**Wiring by layer**

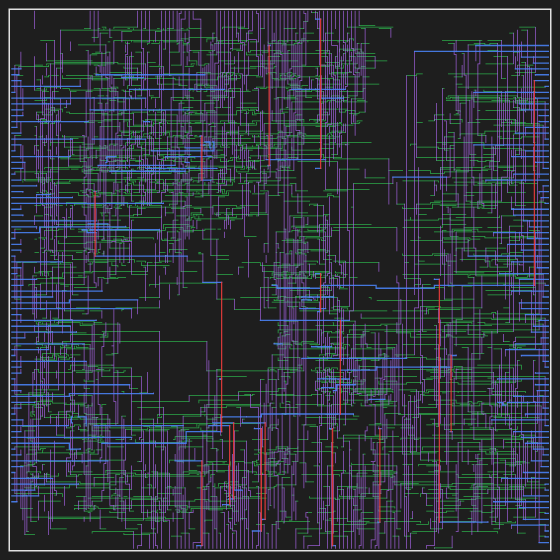
**Signal wires on met1**

Supply wires on this layer in gray.
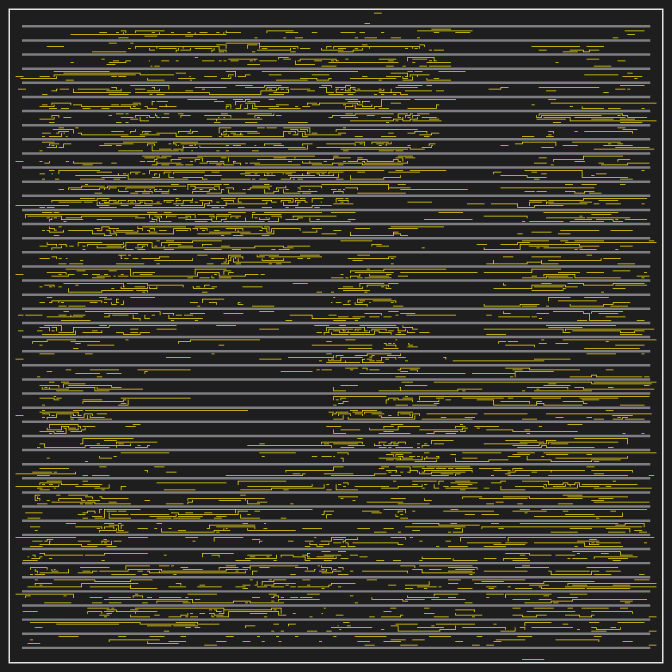
## src/rtl/dmem_arbiter_if.sv

```systemverilog
// Bus bundle between the data-memory arbiter, its two requesters
// (CPU load/store port, VGA pixel fetch) and the data memory array.
interface dmem_arbiter_if;
    logic        cpu_req;
    logic        cpu_we;
    logic [31:0] cpu_addr;
    logic [31:0] cpu_wdata;
    logic [1:0]  cpu_size;
    logic        cpu_gnt;
    logic        cpu_rvalid;
    logic [31:0] cpu_rdata;
    logic        cpu_err;

    logic        vga_req;
    logic [31:0] vga_addr;
    logic        vga_gnt;
    logic        vga_rvalid;
    logic [31:0] vga_rdata;

    logic        mem_en;
    logic        mem_we;
    logic [31:0] mem_addr;
    logic [3:0]  mem_be;
    logic [31:0] mem_wdata;
    logic [31:0] mem_rdata;

    // Arbiter side
    modport slave (
        input  cpu_req, cpu_we, cpu_addr, cpu_wdata, cpu_size,
        output cpu_gnt, cpu_rvalid, cpu_rdata, cpu_err,
        input  vga_req, vga_addr,
        output vga_gnt, vga_rvalid, vga_rdata,
        output mem_en, mem_we, mem_addr, mem_be, mem_wdata,
        input  mem_rdata
    );

    // Requesters and memory side
    modport master (
        output cpu_req, cpu_we, cpu_addr, cpu_wdata, cpu_size,
        input  cpu_gnt, cpu_rvalid, cpu_rdata, cpu_err,
        output vga_req, vga_addr,
        input  vga_gnt, vga_rvalid, vga_rdata,
        input  mem_en, mem_we, mem_addr, mem_be, mem_wdata,
        output mem_rdata
    );
endinterface

```

## src/rtl/dmem_arbiter.sv

```systemverilog
// Data-memory arbiter: CPU single accesses vs VGA read bursts,
// with a starvation bound for the CPU and big-endian byte enables.
module dmem_arbiter #(
    parameter int BURST_LEN    = 8,
    parameter int STARVE_LIMIT = 16
) (
    input logic           clk,
    input logic           reset,
    dmem_arbiter_if.slave bus
);
    typedef enum logic [1:0] {IDLE, CPU, VGA} state_t;

    state_t      state_q, state_d;
    logic [5:0]  starve_cnt_q, starve_cnt_d;
    logic [6:0]  beat_q, beat_d;
    logic        mem_en_q, mem_en_d;
    logic        mem_we_q, mem_we_d;
    logic [3:0]  mem_be_q, mem_be_d;
    logic [31:0] mem_addr_q, mem_addr_d;
    logic [31:0] mem_wdata_q, mem_wdata_d;
    logic        cpu_gnt_q, cpu_gnt_d;
    logic        cpu_err_q, cpu_err_d;
    logic        vga_gnt_q, vga_gnt_d;
    logic        cpu_rvalid_q, cpu_rvalid_d;
    logic        vga_rvalid_q, vga_rvalid_d;
    logic [31:0] cpu_rdata_q, cpu_rdata_d;
    logic [31:0] vga_rdata_q, vga_rdata_d;

    logic        cpu_misaligned;
    logic [3:0]  cpu_be;
    logic [31:0] cpu_lanes;
    logic        vga_wins;

    // Size/offset decode: alignment, byte lanes and replicated store data
    always_comb begin
        cpu_misaligned = 1'b0;
        cpu_be         = 4'b1111;
        cpu_lanes      = bus.cpu_wdata;
        unique case (bus.cpu_size)
            2'd0: begin
                cpu_be    = 4'b1000 >> bus.cpu_addr[1:0];
                cpu_lanes = {4{bus.cpu_wdata[7:0]}};
            end
            2'd1: begin
                cpu_misaligned = bus.cpu_addr[0];
                cpu_be         = bus.cpu_addr[1] ? 4'b0011 : 4'b1100;
                cpu_lanes      = {2{bus.cpu_wdata[15:0]}};
            end
            default: begin
                cpu_misaligned = |bus.cpu_addr[1:0];
            end
        endcase
        if (!bus.cpu_we) begin
            cpu_be = 4'b1111;
        end
    end

    assign vga_wins = bus.vga_req &&
        ((int'(starve_cnt_q) < STARVE_LIMIT) || !bus.cpu_req);

    // Saturating count of cycles the CPU has been kept waiting
    always_comb begin
        starve_cnt_d = starve_cnt_q;
        if (!bus.cpu_req || cpu_gnt_q) begin
            starve_cnt_d = '0;
        end else if (starve_cnt_q != 6'h3f) begin
            starve_cnt_d = starve_cnt_q + 6'd1;
        end
    end

    // Arbitration FSM; every memory-side output is computed one cycle ahead
    always_comb begin
        state_d     = state_q;
        beat_d      = beat_q;
        mem_en_d    = 1'b0;
        mem_we_d    = 1'b0;
        mem_be_d    = '0;
        mem_addr_d  = '0;
        mem_wdata_d = '0;
        cpu_gnt_d   = 1'b0;
        cpu_err_d   = 1'b0;
        vga_gnt_d   = 1'b0;
        unique case (state_q)
            IDLE: begin
                if (vga_wins) begin
                    state_d    = VGA;
                    beat_d     = 7'd1;
                    mem_en_d   = 1'b1;
                    mem_be_d   = 4'b1111;
                    mem_addr_d = {bus.vga_addr[31:2], 2'b00};
                    vga_gnt_d  = 1'b1;
                end else if (bus.cpu_req) begin
                    state_d   = CPU;
                    cpu_gnt_d = 1'b1;
                    cpu_err_d = cpu_misaligned;
                    if (!cpu_misaligned) begin
                        mem_en_d    = 1'b1;
                        mem_we_d    = bus.cpu_we;
                        mem_be_d    = cpu_be;
                        mem_addr_d  = {bus.cpu_addr[31:2], 2'b00};
                        mem_wdata_d = cpu_lanes;
                    end
                end
            end
            CPU: begin
                state_d = IDLE;
            end
            VGA: begin
                if (beat_q == 7'(BURST_LEN)) begin
                    state_d = IDLE;
                    beat_d  = '0;
                end else begin
                    beat_d     = beat_q + 7'd1;
                    mem_en_d   = 1'b1;
                    mem_be_d   = 4'b1111;
                    mem_addr_d = mem_addr_q + 32'd4;
                end
            end
            default: begin
                state_d = IDLE;
            end
        endcase
    end

    // Read-return pipeline: one bit per requester, data captured on return
    always_comb begin
        cpu_rvalid_d = mem_en_q && !mem_we_q && (state_q == CPU);
        vga_rvalid_d = mem_en_q && (state_q == VGA);
        cpu_rdata_d  = cpu_rvalid_q ? bus.mem_rdata : cpu_rdata_q;
        vga_rdata_d  = vga_rvalid_q ? bus.mem_rdata : vga_rdata_q;
    end

    // All state and registered outputs
    always_ff @(posedge clk or posedge reset) begin
        if (reset) begin
            state_q      <= IDLE;
            starve_cnt_q <= '0;
            beat_q       <= '0;
            mem_en_q     <= 1'b0;
            mem_we_q     <= 1'b0;
            mem_be_q     <= '0;
            mem_addr_q   <= '0;
            mem_wdata_q  <= '0;
            cpu_gnt_q    <= 1'b0;
            cpu_err_q    <= 1'b0;
            vga_gnt_q    <= 1'b0;
            cpu_rvalid_q <= 1'b0;
            vga_rvalid_q <= 1'b0;
            cpu_rdata_q  <= '0;
            vga_rdata_q  <= '0;
        end else begin
            state_q      <= state_d;
            starve_cnt_q <= starve_cnt_d;
            beat_q       <= beat_d;
            mem_en_q     <= mem_en_d;
            mem_we_q     <= mem_we_d;
            mem_be_q     <= mem_be_d;
            mem_addr_q   <= mem_addr_d;
            mem_wdata_q  <= mem_wdata_d;
            cpu_gnt_q    <= cpu_gnt_d;
            cpu_err_q    <= cpu_err_d;
            vga_gnt_q    <= vga_gnt_d;
            cpu_rvalid_q <= cpu_rvalid_d;
            vga_rvalid_q <= vga_rvalid_d;
            cpu_rdata_q  <= cpu_rdata_d;
            vga_rdata_q  <= vga_rdata_d;
        end
    end

    // Returned data is passed straight through in the rvalid cycle
    assign bus.cpu_rdata  = cpu_rvalid_q ? bus.mem_rdata : cpu_rdata_q;
    assign bus.vga_rdata  = vga_rvalid_q ? bus.mem_rdata : vga_rdata_q;
    assign bus.cpu_rvalid = cpu_rvalid_q;
    assign bus.vga_rvalid = vga_rvalid_q;
    assign bus.cpu_gnt    = cpu_gnt_q;
    assign bus.cpu_err    = cpu_err_q;
    assign bus.vga_gnt    = vga_gnt_q;
    assign bus.mem_en     = mem_en_q;
    assign bus.mem_we     = mem_we_q;
    assign bus.mem_be     = mem_be_q;
    assign bus.mem_addr   = mem_addr_q;
    assign bus.mem_wdata  = mem_wdata_q;
endmodule

```

## src/flat_wrapper.sv

```systemverilog
// flat-port wrapper written by rule: the top's interface ports become plain ports
module dmem_arbiter_flat 
#(
    parameter int BURST_LEN    = 8,
    parameter int STARVE_LIMIT = 16
)
  (clk, reset, bus_cpu_req, bus_cpu_we, bus_cpu_addr, bus_cpu_wdata, bus_cpu_size, bus_cpu_gnt, bus_cpu_rvalid, bus_cpu_rdata, bus_cpu_err, bus_vga_req, bus_vga_addr, bus_vga_gnt, bus_vga_rvalid, bus_vga_rdata, bus_mem_en, bus_mem_we, bus_mem_addr, bus_mem_be, bus_mem_wdata, bus_mem_rdata);
  dmem_arbiter_if bus_i ();
  input logic clk;
  input logic reset;
  input wire logic [$bits(bus_i.cpu_req)-1:0] bus_cpu_req;
  input wire logic [$bits(bus_i.cpu_we)-1:0] bus_cpu_we;
  input wire logic [$bits(bus_i.cpu_addr)-1:0] bus_cpu_addr;
  input wire logic [$bits(bus_i.cpu_wdata)-1:0] bus_cpu_wdata;
  input wire logic [$bits(bus_i.cpu_size)-1:0] bus_cpu_size;
  output wire logic [$bits(bus_i.cpu_gnt)-1:0] bus_cpu_gnt;
  output wire logic [$bits(bus_i.cpu_rvalid)-1:0] bus_cpu_rvalid;
  output wire logic [$bits(bus_i.cpu_rdata)-1:0] bus_cpu_rdata;
  output wire logic [$bits(bus_i.cpu_err)-1:0] bus_cpu_err;
  input wire logic [$bits(bus_i.vga_req)-1:0] bus_vga_req;
  input wire logic [$bits(bus_i.vga_addr)-1:0] bus_vga_addr;
  output wire logic [$bits(bus_i.vga_gnt)-1:0] bus_vga_gnt;
  output wire logic [$bits(bus_i.vga_rvalid)-1:0] bus_vga_rvalid;
  output wire logic [$bits(bus_i.vga_rdata)-1:0] bus_vga_rdata;
  output wire logic [$bits(bus_i.mem_en)-1:0] bus_mem_en;
  output wire logic [$bits(bus_i.mem_we)-1:0] bus_mem_we;
  output wire logic [$bits(bus_i.mem_addr)-1:0] bus_mem_addr;
  output wire logic [$bits(bus_i.mem_be)-1:0] bus_mem_be;
  output wire logic [$bits(bus_i.mem_wdata)-1:0] bus_mem_wdata;
  input wire logic [$bits(bus_i.mem_rdata)-1:0] bus_mem_rdata;
  assign bus_i.cpu_req = bus_cpu_req;
  assign bus_i.cpu_we = bus_cpu_we;
  assign bus_i.cpu_addr = bus_cpu_addr;
  assign bus_i.cpu_wdata = bus_cpu_wdata;
  assign bus_i.cpu_size = bus_cpu_size;
  assign bus_cpu_gnt = bus_i.cpu_gnt;
  assign bus_cpu_rvalid = bus_i.cpu_rvalid;
  assign bus_cpu_rdata = bus_i.cpu_rdata;
  assign bus_cpu_err = bus_i.cpu_err;
  assign bus_i.vga_req = bus_vga_req;
  assign bus_i.vga_addr = bus_vga_addr;
  assign bus_vga_gnt = bus_i.vga_gnt;
  assign bus_vga_rvalid = bus_i.vga_rvalid;
  assign bus_vga_rdata = bus_i.vga_rdata;
  assign bus_mem_en = bus_i.mem_en;
  assign bus_mem_we = bus_i.mem_we;
  assign bus_mem_addr = bus_i.mem_addr;
  assign bus_mem_be = bus_i.mem_be;
  assign bus_mem_wdata = bus_i.mem_wdata;
  assign bus_i.mem_rdata = bus_mem_rdata;
  dmem_arbiter #(.BURST_LEN(BURST_LEN), .STARVE_LIMIT(STARVE_LIMIT)) u_core (.clk(clk), .reset(reset), .bus(bus_i));
endmodule
```

## config.mk

```make
export PLATFORM = sky130hd
export DESIGN_NAME = dmem_arbiter_flat
export DESIGN_NICKNAME = d
export VERILOG_FILES = /design/src/rtl/dmem_arbiter_if.sv /design/src/rtl/dmem_arbiter.sv /design/src/flat_wrapper.sv
export SDC_FILE = /design/constraint.sdc
export NUM_CORES = 1
export LEC_CHECK = 0
export ABC_AREA = 1
export CAP_MARGIN = 10
export CORE_MARGIN = 2
export CORE_UTILIZATION = 48
export CTS_CLUSTER_SIZE = 25
export DETAILED_ROUTE_END_ITERATION = 10
export PLACE_DENSITY = 0.95
export SLEW_MARGIN = 10
export SYNTH_ARGS = -nofsm -noshare
export SYNTH_HDL_FRONTEND = slang
export SYNTH_SLANG_ARGS = --single-unit
```

## constraint.sdc

```tcl
create_clock -name clk -period 11.9 [get_ports clk]
set_input_delay 2.38 -clock clk [delete_from_list [all_inputs] [get_ports clk]]
set_output_delay 2.38 -clock clk [all_outputs]
set_load 0.005 [all_outputs]
```

==> reports/qor.log <==
[cells_and_area] count of non-filler cells in the finished layout 1,255
[placement] worst setup timing slack at the placement stage 5.87 ns
[floorplanning] FP Util 49.0%
[critical_path] CP top delay family buffers and inverters
[clock_network] TritonCTS sink count 152
[route] first-pass iteration count of the detailed router 5
[cells_and_area] final sequential cell count 152
[critical_path] startpoint class of the critical path primary input
[clock_network] insertion delay to the later sink of the worst-skew pair 0.42 ns
[power] power drawn by the clock network 0.573 mW
[cells_and_area] non-clock inverter total of the final layout 86
[cells_and_area] multi-input logic cell count 531
[timing] Worst Clk Skew 0.0102 ns
[power] Power Sequential 0.840 mW
[status] status completed
[timing] final-layout setup total negative slack 0 ns
[yosys] number of warnings issued by yosys 0
[critical_path] Reg2Reg Launch Point u_core.state_q[0]
[flow_run] Log Warnings 30
[timing] share of the cycle needed by the critical path after routing 50.7%
[yosys] portion of synthesized cell area occupied by the leading cell type 53.6%
[yosys] Yosys Instances 793
[clock_network] cell at the root of the clock tree sky130_fd_sc_hd__clkbuf_16
[clock_network] Inserted Clock Buffers 17
[critical_path] capture point of the critical path bus_cpu_rdata[25]
[route] met2 wire len 10.4 mm
[min_path] endpoint with the worst hold slack u_core.bus.cpu_rvalid
[cells_and_area] fraction of area in clock buffers and inverters 5.95%
[timing] Worst Slack Setup Final 5.87 ns
[timing] actual slew at the worst max-slew pin 1.03 ns
[yosys] most frequent cell after synthesis sky130_fd_sc_hd__nand2_1
[yosys] cell types with the highest counts after synthesis sky130_fd_sc_hd__nand2_1 (215), sky130_fd_sc_hd__dfrtp_1 (152), sky130_fd_sc_hd__nor2_1 (102)
[min_path] Worst Hold Launch u_core.state_q[1]
[min_path] instance count along the most critical hold path 1
[placement] DP Cell Count 1,225
[floorplanning] die area 15,800 um2
[route] length of routed met3 wiring 1.78 mm
[floorplanning] count of inserted tapcells 184
[cells_and_area] final design utilization 72.6%
Back to the opening pictures, 'wiring by layer':
Green stands for metal 1, wire length 7,750 um. Red stands for metal 4, wire length 426 um. Purple stands for metal 2, wire length 10,400 um. Blue stands for metal 3, wire length 1,780 um.
detail-routed net length per standard cell: 16.2 um
global-route total usage across every layer: 26.2%
overall routed net length: 20.4 mm
number of vias in the routed layout: 6,365

Back to the opening pictures, 'signal wires on met1':
1,046 nets have wire on it. The layer carries 7,750 um of wire.
grt met1 use: 30.4%

## state kept, by name (all words and copies together) (netlist names), 2 cells and up
signal,flops
u_core.cpu_rdata_q,32
u_core.beat_q,7
u_core.starve_cnt_q,6
u_core.vga_rdata_q,32
u_core.state_q,2
u_core.bus.mem_wdata,32
u_core.bus.mem_addr,30
u_core.bus.mem_be,4
## kinds of logic (layout without fill, tap and decap cells)
kind of cell | Yosys count | in the layout | synth area share, %
simple gates | 393 | 393 | 22.8
flops | 152 | 152 | 53.6
buf+inv | 111 | 388 | 6.81
mux | 65 | 65 | 10.3
compound gates | 57 | 57 | 4.48
xor+xnor | 10 | 10 | 1.24
fa+ha+maj | 4 | 4 | 0.706
other cells | 1 | 2 | 0.0529
Power is estimated from default activity; no workload was simulated.
